**Run 1: cells colored by class**

Scale bar: 20 um.
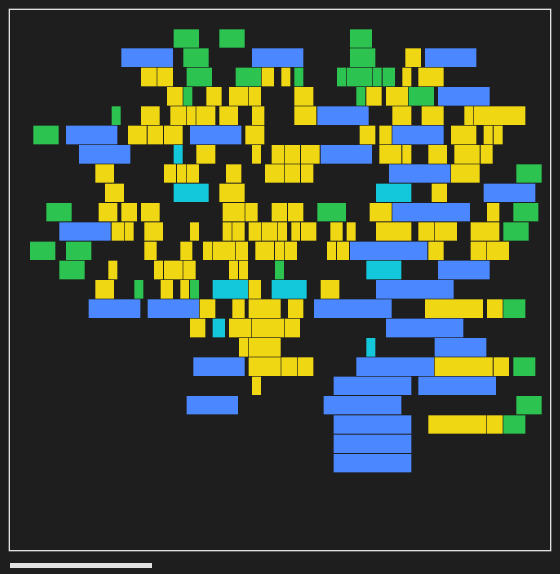
**Run 1: the clock network**

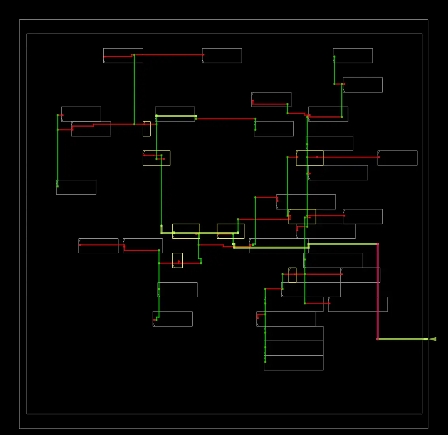
**Run 1: clock network drawn from the DEF**

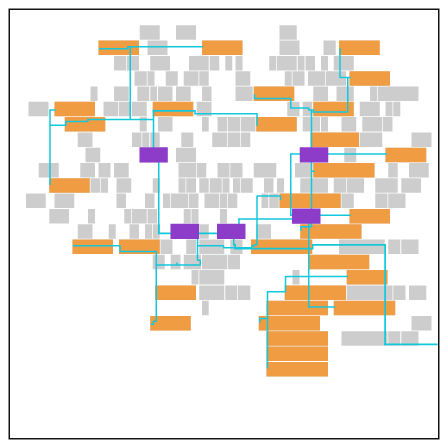
File: config.mk
export PLATFORM = sky130hd
export DESIGN_NAME = sparse_event_encoder_flat
export DESIGN_NICKNAME = d
export VERILOG_FILES = /design/src/rtl/sparse_event_encoder_if.sv /design/src/rtl/sparse_event_encoder.sv /design/src/flat_wrapper.sv
export SDC_FILE = /design/constraint.sdc
export NUM_CORES = 1
export LEC_CHECK = 0
export ABC_CLOCK_PERIOD_IN_PS = 2100
export CORE_UTILIZATION = 30
export DETAILED_ROUTE_END_ITERATION = 12
export GPL_TIMING_DRIVEN = 0
export SLEW_MARGIN = 20
export SYNTH_ARGS = -nofsm -noshare
export SYNTH_HDL_FRONTEND = slang
export SYNTH_SLANG_ARGS = --single-unit
File: constraint.sdc
create_clock -name clk -period 2.1 [get_ports clk]
set_input_delay 0.42 -clock clk [delete_from_list [all_inputs] [get_ports clk]]
set_output_delay 0.42 -clock clk [all_outputs]
set_load 0.01 [all_outputs]
File: src/rtl/sparse_event_encoder_if.sv
`default_nettype none
// ============================================================================
// Module   : sparse_event_encoder_if
// Brief    : Address-event output stream (valid/ready) of the sparse encoder.
// Revision : 1.0
// ============================================================================
interface sparse_event_encoder_if #(
    parameter int DW = 3
);
    logic [DW-1:0] out_data;
    logic          out_valid;
    logic          out_ready;

    modport master (output out_data, output out_valid, input out_ready);
    modport slave  (input out_data, input out_valid, output out_ready);
endinterface
`default_nettype wire

File: src/rtl/sparse_event_encoder.sv
`default_nettype none
// ============================================================================
// Module   : sparse_event_encoder
// Brief    : Captures a sparse event vector and streams set-bit indices,
//            lowest first, through a small FIFO. Optional timestamp prefix
//            enabled by defining EVENT_TIMESTAMP_EN.
// Revision : 1.0
// ============================================================================
module sparse_event_encoder #(
    parameter int N_IN       = 8,
    parameter int ADDR_W     = $clog2(N_IN),
    parameter int FIFO_DEPTH = 4,
    parameter int TS_W       = 4
) (
    input  wire logic                        clk,
    input  wire logic                        rst_n,
    input  wire logic                        ena,
    input  wire logic [N_IN-1:0]             in_vec,
    input  wire logic                        in_strobe,
    sparse_event_encoder_if.master           evt,
    output logic                             busy,
    output logic                             overflow,
    output logic [$clog2(FIFO_DEPTH):0]      fifo_count
);
    localparam int c_ptr_w = $clog2(FIFO_DEPTH);
`ifdef EVENT_TIMESTAMP_EN
    localparam int c_dw = TS_W + ADDR_W;
`else
    localparam int c_dw = ADDR_W;
`endif

    typedef enum logic [0:0] {S_IDLE = 1'b0, S_SCAN = 1'b1} state_t;

    state_t               r_state, w_state_nxt;
    logic [N_IN-1:0]      r_pending, w_pending_nxt, w_low_bit, w_cleared;
    logic [ADDR_W-1:0]    w_low_idx;
    logic                 w_push, w_pop, w_full, w_valid, w_ovf_set;
    logic [c_dw-1:0]      r_mem [FIFO_DEPTH];
    logic [c_dw-1:0]      w_push_data;
    logic [c_ptr_w-1:0]   r_wr_ptr, r_rd_ptr;
    logic [c_ptr_w:0]     r_count;
    logic                 r_overflow;

    // Isolate the lowest set bit; the index search runs high-to-low so the
    // last hit wins.
    assign w_low_bit = r_pending & (~r_pending + N_IN'(1));
    always_comb begin
        w_low_idx = '0;
        for (int i = N_IN - 1; i >= 0; i--) begin
            if (r_pending[i]) w_low_idx = ADDR_W'(i);
        end
    end

    assign w_valid = (r_count != '0);
    assign w_full  = (r_count == (c_ptr_w + 1)'(FIFO_DEPTH));
    assign w_pop   = w_valid & evt.out_ready;
    assign w_push  = ena && (r_state == S_SCAN) && (!w_full || w_pop);

    always_comb begin
        w_state_nxt   = r_state;
        w_pending_nxt = r_pending;
        w_ovf_set     = 1'b0;
        w_cleared     = w_push ? w_low_bit : '0;
        if (ena) begin
            case (r_state)
                S_IDLE: begin
                    if (in_strobe) begin
                        w_pending_nxt = in_vec;
                        w_state_nxt   = (in_vec != '0) ? S_SCAN : S_IDLE;
                    end
                end
                S_SCAN: begin
                    w_pending_nxt = r_pending & ~w_cleared;
                    if (in_strobe) begin
                        w_pending_nxt = w_pending_nxt | in_vec;
                        w_ovf_set     = |(in_vec & r_pending);
                    end
                    w_state_nxt = (w_pending_nxt == '0) ? S_IDLE : S_SCAN;
                end
                default: w_state_nxt = S_IDLE;
            endcase
        end
    end

    always_ff @(posedge clk) begin
        if (!rst_n) begin
            r_state    <= S_IDLE;
            r_pending  <= '0;
            r_overflow <= 1'b0;
        end else begin
            r_state   <= w_state_nxt;
            r_pending <= w_pending_nxt;
            if (w_ovf_set) r_overflow <= 1'b1;
        end
    end

`ifdef EVENT_TIMESTAMP_EN
    logic [TS_W-1:0] r_ts, r_ts_cap;

    // Any accepted strobe (fresh or merging) retimes the remaining events.
    always_ff @(posedge clk) begin
        if (!rst_n) begin
            r_ts     <= '0;
            r_ts_cap <= '0;
        end else if (ena) begin
            r_ts <= r_ts + TS_W'(1);
            if (in_strobe) r_ts_cap <= r_ts;
        end
    end
    assign w_push_data = {r_ts_cap, w_low_idx};
`else
    assign w_push_data = w_low_idx;
`endif

    always_ff @(posedge clk) begin
        if (w_push) r_mem[r_wr_ptr] <= w_push_data;
    end

    always_ff @(posedge clk) begin
        if (!rst_n) begin
            r_wr_ptr <= '0;
            r_rd_ptr <= '0;
            r_count  <= '0;
        end else begin
            if (w_push) r_wr_ptr <= r_wr_ptr + c_ptr_w'(1);
            if (w_pop)  r_rd_ptr <= r_rd_ptr + c_ptr_w'(1);
            case ({w_push, w_pop})
                2'b10:   r_count <= r_count + (c_ptr_w + 1)'(1);
                2'b01:   r_count <= r_count - (c_ptr_w + 1)'(1);
                default: r_count <= r_count;
            endcase
        end
    end

    // Head is masked while empty so the stream reads zero after reset.
    assign evt.out_data  = w_valid ? r_mem[r_rd_ptr] : '0;
    assign evt.out_valid = w_valid;
    assign busy          = (r_state == S_SCAN);
    assign overflow      = r_overflow;
    assign fifo_count    = r_count;
endmodule
`default_nettype wire

File: src/flat_wrapper.sv
// flat-port wrapper written by rule: the top's interface ports become plain ports
module sparse_event_encoder_flat 
#(
    parameter int N_IN       = 8,
    parameter int ADDR_W     = $clog2(N_IN),
    parameter int FIFO_DEPTH = 4,
    parameter int TS_W       = 4
)
  (clk, rst_n, ena, in_vec, in_strobe, busy, overflow, fifo_count, evt_out_data, evt_out_valid, evt_out_ready);
  sparse_event_encoder_if #(.DW((ADDR_W))) evt_i ();
  input  wire logic clk;
  input  wire logic rst_n;
  input  wire logic ena;
  input  wire logic [N_IN-1:0] in_vec;
  input  wire logic in_strobe;
  output logic busy;
  output logic overflow;
  output logic [$clog2(FIFO_DEPTH):0] fifo_count;
  output wire logic [$bits(evt_i.out_data)-1:0] evt_out_data;
  output wire logic [$bits(evt_i.out_valid)-1:0] evt_out_valid;
  input wire logic [$bits(evt_i.out_ready)-1:0] evt_out_ready;
  assign evt_out_data = evt_i.out_data;
  assign evt_out_valid = evt_i.out_valid;
  assign evt_i.out_ready = evt_out_ready;
  sparse_event_encoder #(.N_IN(N_IN), .ADDR_W(ADDR_W), .FIFO_DEPTH(FIFO_DEPTH), .TS_W(TS_W)) u_core (.clk(clk), .rst_n(rst_n), .ena(ena), .in_vec(in_vec), .in_strobe(in_strobe), .evt(evt_i), .busy(busy), .overflow(overflow), .fifo_count(fifo_count));
endmodule
==> run summary, run 1 <==
most used routing layer = met2
syn nets = 186
combinational power = 0.000558 W
HP Start = u_core.overflow$_SDFFE_PN0P_
max cap viols = 0
via count = 1,356
Setup WS post-layout = 0.06332 ns
Cells after DPL = 259
post-detailed-route wirelength per cell = 13.39 um
ys async rst share = 0%
critical path cell sequence = clkdlybuf4s50_1, o31ai_1, nor2_4, inv_1, fa_1, mux2i_1, mux2i_1
Routed met2 length = 1.659 mm
Post-Synth Simple-Gate Area = 17.63%
CP Data Required Time = 2.30 ns
met3 capacity usage during global routing = 4.311%
Largest register FFs = 12
First DRT Iteration DRCs = 68
DIE AREA = 0.005789 mm2
die span in y = 76.09 um
Avg Inst Size Synth = 9.801 um2
Non-clock buffer share = 12.53%
Internal = 0.001235 W
XOR Share, Synth = 2.660%
RePlAce Congestion = 0.9469
root buffer cell = clkbuf_8
GRT Residual Overflow = 0
met1 Usage GRT = 17.76%
remaining antenna violation count after routing = 0
r2r endpoint = u_core.fifo_count[1]$_SDFFE_PN0P_
Hold Path Class = flop to flop
fmax = 0.4910 GHz
Signal buffers = 32
Final period util = 96.98%
Final Setup Violations = 0
Multi-input comb cells = 118
worst hold stages = 2
share of layout cells above drive strength 1 = 7.614%
Pleak = 0.7178 nW
clk slew on worst S/H paths = 0.07 ns
Biggest register = u_core.r_mem
status = complete, no violations
placed instance area = 0.001944 mm2
worst path bufs/invs = 2
synth warn = 0
min Tclk post-route = 2.037 ns
tap cells = 70
r2r setup slk = 0.25 ns
ys flops = 31
Slew @ Worst Pin = 0.6562 ns
TritonCTS Sinks = 31
Top pwr grp = sequential cells
# Cells Yosys = 168
Post-synth top flop = dfxtp_1
design area = 0.002037 mm2
routed wl met3 = 140 um
MI comb area = 838.3 um2
crit start category = input pin
Final HPWL DP = 2.652 mm
Port Buffers = 21
highest metal used = met4
Top-area cell share = 23.10%
register area share after synthesis = 44.98%
-- 'cells colored by class' (at the start) --
| color | class | cells | share of their area |
|---|---|---|---|
| cyan | clock drivers and dummy loads | 8 | 4.2% |
| yellow | remaining logic cells | 126 | 45% |
| blue | registers | 31 | 38% |
| green | remaining buffers and delay cells | 32 | 13% |
Seq area share: 36.55%
Core Footprint: 0.005205 mm2
row cnt: 26

-- 'the clock network' (at the start) --
clock buffer count: 6
skew final: 0.007364 ns

-- 'clock network drawn from the DEF' (at the start) --
[purple] clock-net drivers | count: 5
[orange] flip-flops | count: 31
[cyan] clock wires | length: 414 um
routed clock nets: 6

==> run 2, diff against run 1 <==
--- a/config.mk
+++ b/config.mk
@@ -6,10 +6,11 @@
 export NUM_CORES = 1
 export LEC_CHECK = 0
 export ABC_CLOCK_PERIOD_IN_PS = 2100
+export CAP_MARGIN = 20
 export CORE_UTILIZATION = 30
 export DETAILED_ROUTE_END_ITERATION = 12
 export GPL_TIMING_DRIVEN = 0
-export SLEW_MARGIN = 20
+export SLEW_MARGIN = 5
 export SYNTH_ARGS = -nofsm -noshare
 export SYNTH_HDL_FRONTEND = slang
 export SYNTH_SLANG_ARGS = --single-unit
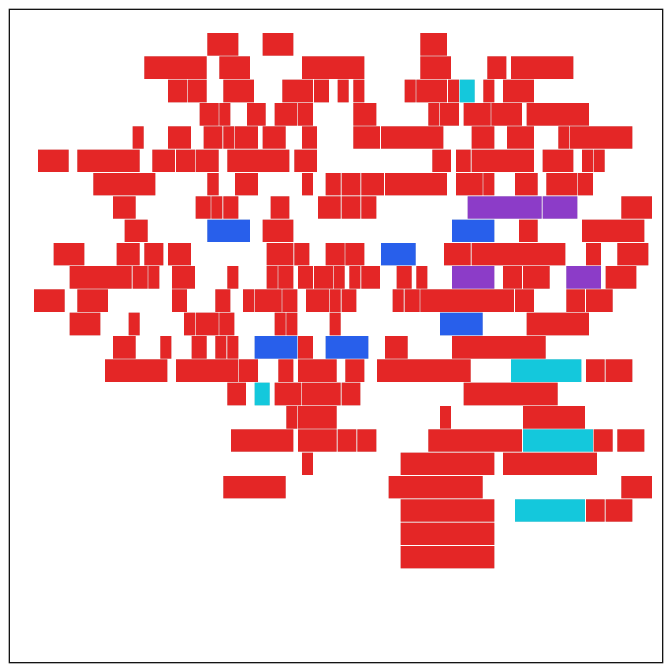
**Above:** run 2 (drive-strength map).
| color | size | cells | share |
|---|---|---|---|
| cyan | x2 | 5 | 2.5% |
| red | x1 and smaller | 182 | 92% |
| blue | x6 and larger | 6 | 3.0% |
| purple | x3 and x4 | 4 | 2.0% |
Signal buffers: 32
P&R area growth vs syn: 23.71%
Setup WS post-layout: 0.06332 ns

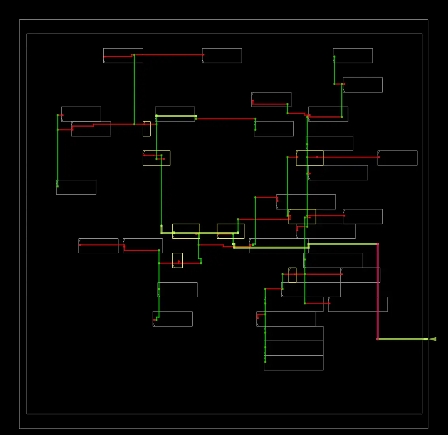
**Above:** run 2 (the clock network).
Clk. pwr: 0.000437 W
flop count: 31

==> run summary, run 2 <==
row cnt = 26 (unchanged)
crit start category = input pin
syn nets = 186 (unchanged)
CP Data Required Time = 2.30 ns (about the same)
Port Buffers = 21 (unchanged)
Post-synth top flop = dfxtp_1
root buffer cell = clkbuf_8
Top-area cell share = 23.10% (unchanged)
remaining antenna violation count after routing = 0 (unchanged)
met3 capacity usage during global routing = 4.311% (unchanged)
Commonest Layout Cell = dfxtp_1
fmax = 0.4910 GHz (unchanged)
design area = 0.002037 mm2 (unchanged)
tap cells = 70 (unchanged)
CP dominant cell by count = mux2i_1
Largest register FFs = 12 (unchanged)
RePlAce Congestion = 0.9469 (unchanged)
register area share after synthesis = 44.98% (unchanged)
TritonCTS Sinks = 31 (unchanged)
critical path cell sequence = clkdlybuf4s50_1, o31ai_1, nor2_4, inv_1, fa_1, mux2i_1, mux2i_1
Clock buf/inv share = 3.993%
DIE AREA = 0.005789 mm2 (unchanged)
cell taking the most area after synthesis = dfxtp_1
die span in y = 76.09 um (unchanged)
combinational power = 0.000558 W (about the same)
Sw Ratio = 30.37%
Pleak = 0.7178 nW (unchanged)
First DRT Iteration DRCs = 68 (unchanged)
r2r endpoint = u_core.fifo_count[1]$_SDFFE_PN0P_
routed wl met3 = 140 um (unchanged)
Cells after DPL = 259 (unchanged)
most used routing layer = met2
min Tclk post-route = 2.037 ns (unchanged)
Hold Path Class = flop to flop
clk slew on worst S/H paths = 0.07 ns (about the same)
worst path bufs/invs = 2 (unchanged)
Multi-input comb cells = 118 (unchanged)
Post-Synth Simple-Gate Area = 17.63% (unchanged)
clock buffer count = 6 (unchanged)
r2r setup slk = 0.25 ns (about the same)
placed instance area = 0.001944 mm2 (unchanged)
CP top delay family = buffers and inverters
MI comb area = 838.3 um2 (unchanged)
highest metal used = met4
CTS resizes = 8
share of layout cells above drive strength 1 = 7.614% (unchanged)
Max-slew headroom = 55.64%
status = complete, no violations
DR pass1 iterations = 4
Top pwr grp = sequential cells
Slew @ Worst Pin = 0.6562 ns (unchanged)
max cap viols = 0 (unchanged)
ys async rst share = 0% (unchanged)
Core Footprint = 0.005205 mm2 (unchanged)
Biggest register = u_core.r_mem
worst hold stages = 2 (unchanged)
synth warn = 0 (unchanged)
Avg Inst Size Synth = 9.801 um2 (unchanged)
Final Setup Violations = 0 (unchanged)
Seq area share = 36.55% (unchanged)
post-detailed-route wirelength per cell = 13.39 um (unchanged)
HP Start = u_core.overflow$_SDFFE_PN0P_
ys flops = 31 (unchanged)
met1 Usage GRT = 17.76% (unchanged)
Routed met2 length = 1.659 mm (unchanged)
vias in the first global route = 1,232
Final period util = 96.98% (unchanged)
**Run 2: the metal 1 layer**

Supply wires on this layer in gray.
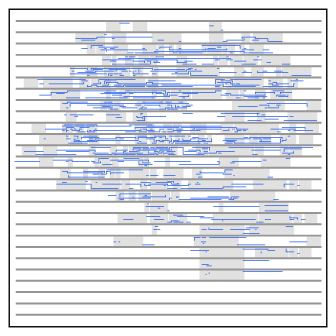

==> run 3, diff against run 2 <==
--- a/config.mk
+++ b/config.mk
@@ -7,9 +7,10 @@
 export LEC_CHECK = 0
 export ABC_CLOCK_PERIOD_IN_PS = 2100
 export CAP_MARGIN = 20
-export CORE_UTILIZATION = 30
+export CORE_UTILIZATION = 54
 export DETAILED_ROUTE_END_ITERATION = 12
 export GPL_TIMING_DRIVEN = 0
+export PLACE_DENSITY = 0.79
 export SLEW_MARGIN = 5
 export SYNTH_ARGS = -nofsm -noshare
 export SYNTH_HDL_FRONTEND = slang
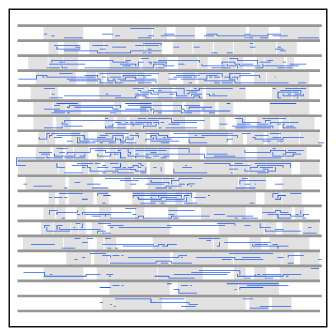
**Above:** run 3 (the metal 1 layer).
Supply wires on this layer in gray.
wire length on this layer: 1,510 um
longest straight run: 17.9 um
share of all routed wire: 43%
nets with wire on the layer: 191
main direction: horizontal
met1 Usage GRT: 29.39%
Routed WL: 3.533 mm

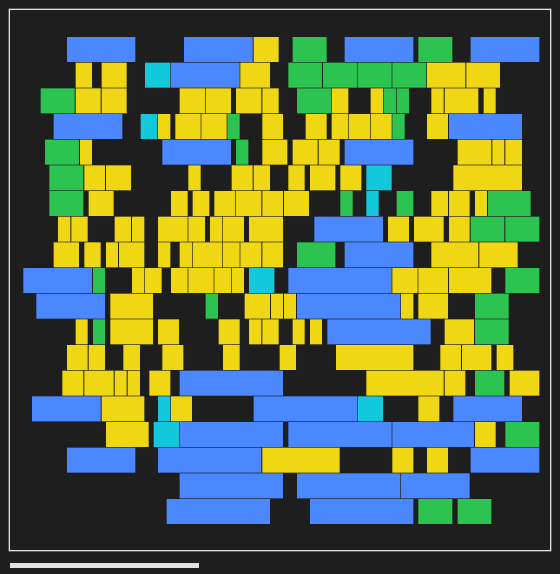
**Above:** run 3 (cells colored by class).
Scale bar: 20 um.
| color | class | cells | share of their area |
|---|---|---|---|
| cyan | clock drivers and dummy loads | 8 | 2.6% |
| blue | registers | 31 | 39% |
| green | remaining buffers and delay cells | 32 | 14% |
| yellow | remaining logic cells | 126 | 45% |
design area: 0.001969 mm2
Seq area share: 37.87%
final core utilization: 69.62%
Core Footprint: 0.002829 mm2

==> run summary, run 3 <==
root buffer cell = clkbuf_4
worst path bufs/invs = 1 (-1)
Routed met2 length = 1.714 mm (+3.3%)
clk slew on worst S/H paths = 0.09 ns (+0.02 ns)
crit start category = flop
clock buffer count = 6 (unchanged)
highest metal used = met4
most used routing layer = met2
RePlAce Congestion = 0.9076 (-4.2%)
Final Setup Violations = 0 (unchanged)
syn nets = 186 (unchanged)
drc violations = 3
CP Data Required Time = 1.68 ns (-0.62 ns)
r2r endpoint = u_core.r_mem[1][0]$_DFFE_PP_
CTS resizes = 7 (-1)
Pleak = 0.7060 nW (-1.6%)
Clock buf/inv share = 2.541% (-1.5 points)
die span in y = 57.22 um (-25%)
Top-area cell share = 23.10% (unchanged)
Cells after DPL = 220 (-15%)
remaining antenna violation count after routing = 0 (unchanged)
Hold Path Class = flop to flop
row cnt = 19 (-27%)
ys flops = 31 (unchanged)
Largest register FFs = 12 (unchanged)
fmax = 0.4840 GHz (-1.4%)
flop count = 31 (unchanged)
DR pass1 iterations = 10 (+6)
post-detailed-route wirelength per cell = 15.50 um (+16%)
worst hold stages = 2 (unchanged)
Setup WS post-layout = 0.03409 ns (-0.02923 ns)
Biggest register = u_core.r_mem
Final period util = 98.38% (+1.4 points)
routed wl met3 = 225 um (+61%)
r2r setup slk = 0.27 ns (+0.02 ns)
Post-synth top flop = dfxtp_1
First DRT Iteration DRCs = 101 (+49%)
P&R area growth vs syn = 19.60%
Slew @ Worst Pin = 0.7373 ns (+0.08112 ns)
combinational power = 0.000576 W (+3%)
Port Buffers = 21 (unchanged)
MI comb area = 843.3 um2 (+0.60%)
share of layout cells above drive strength 1 = 8.629% (+1.0 points)
Post-Synth Simple-Gate Area = 17.63% (unchanged)
ys async rst share = 0% (unchanged)
failing checks = DRC
min Tclk post-route = 2.066 ns (+0.02923 ns)
placed instance area = 0.001896 mm2 (-2.5%)
Max-slew headroom = 50.15% (-5.5 points)
Sw Ratio = 32.09% (+1.7 points)
status = finished, violations left
met3 capacity usage during global routing = 4.082% (-0.23 points)
critical path cell sequence = or3_4, clkdlybuf4s50_1
CP top delay family = buffers and inverters
DIE AREA = 0.003274 mm2 (-43%)
Multi-input comb cells = 118 (unchanged)
TritonCTS Sinks = 31 (unchanged)
No activity file was given, so power comes from the tool's default toggle rates.
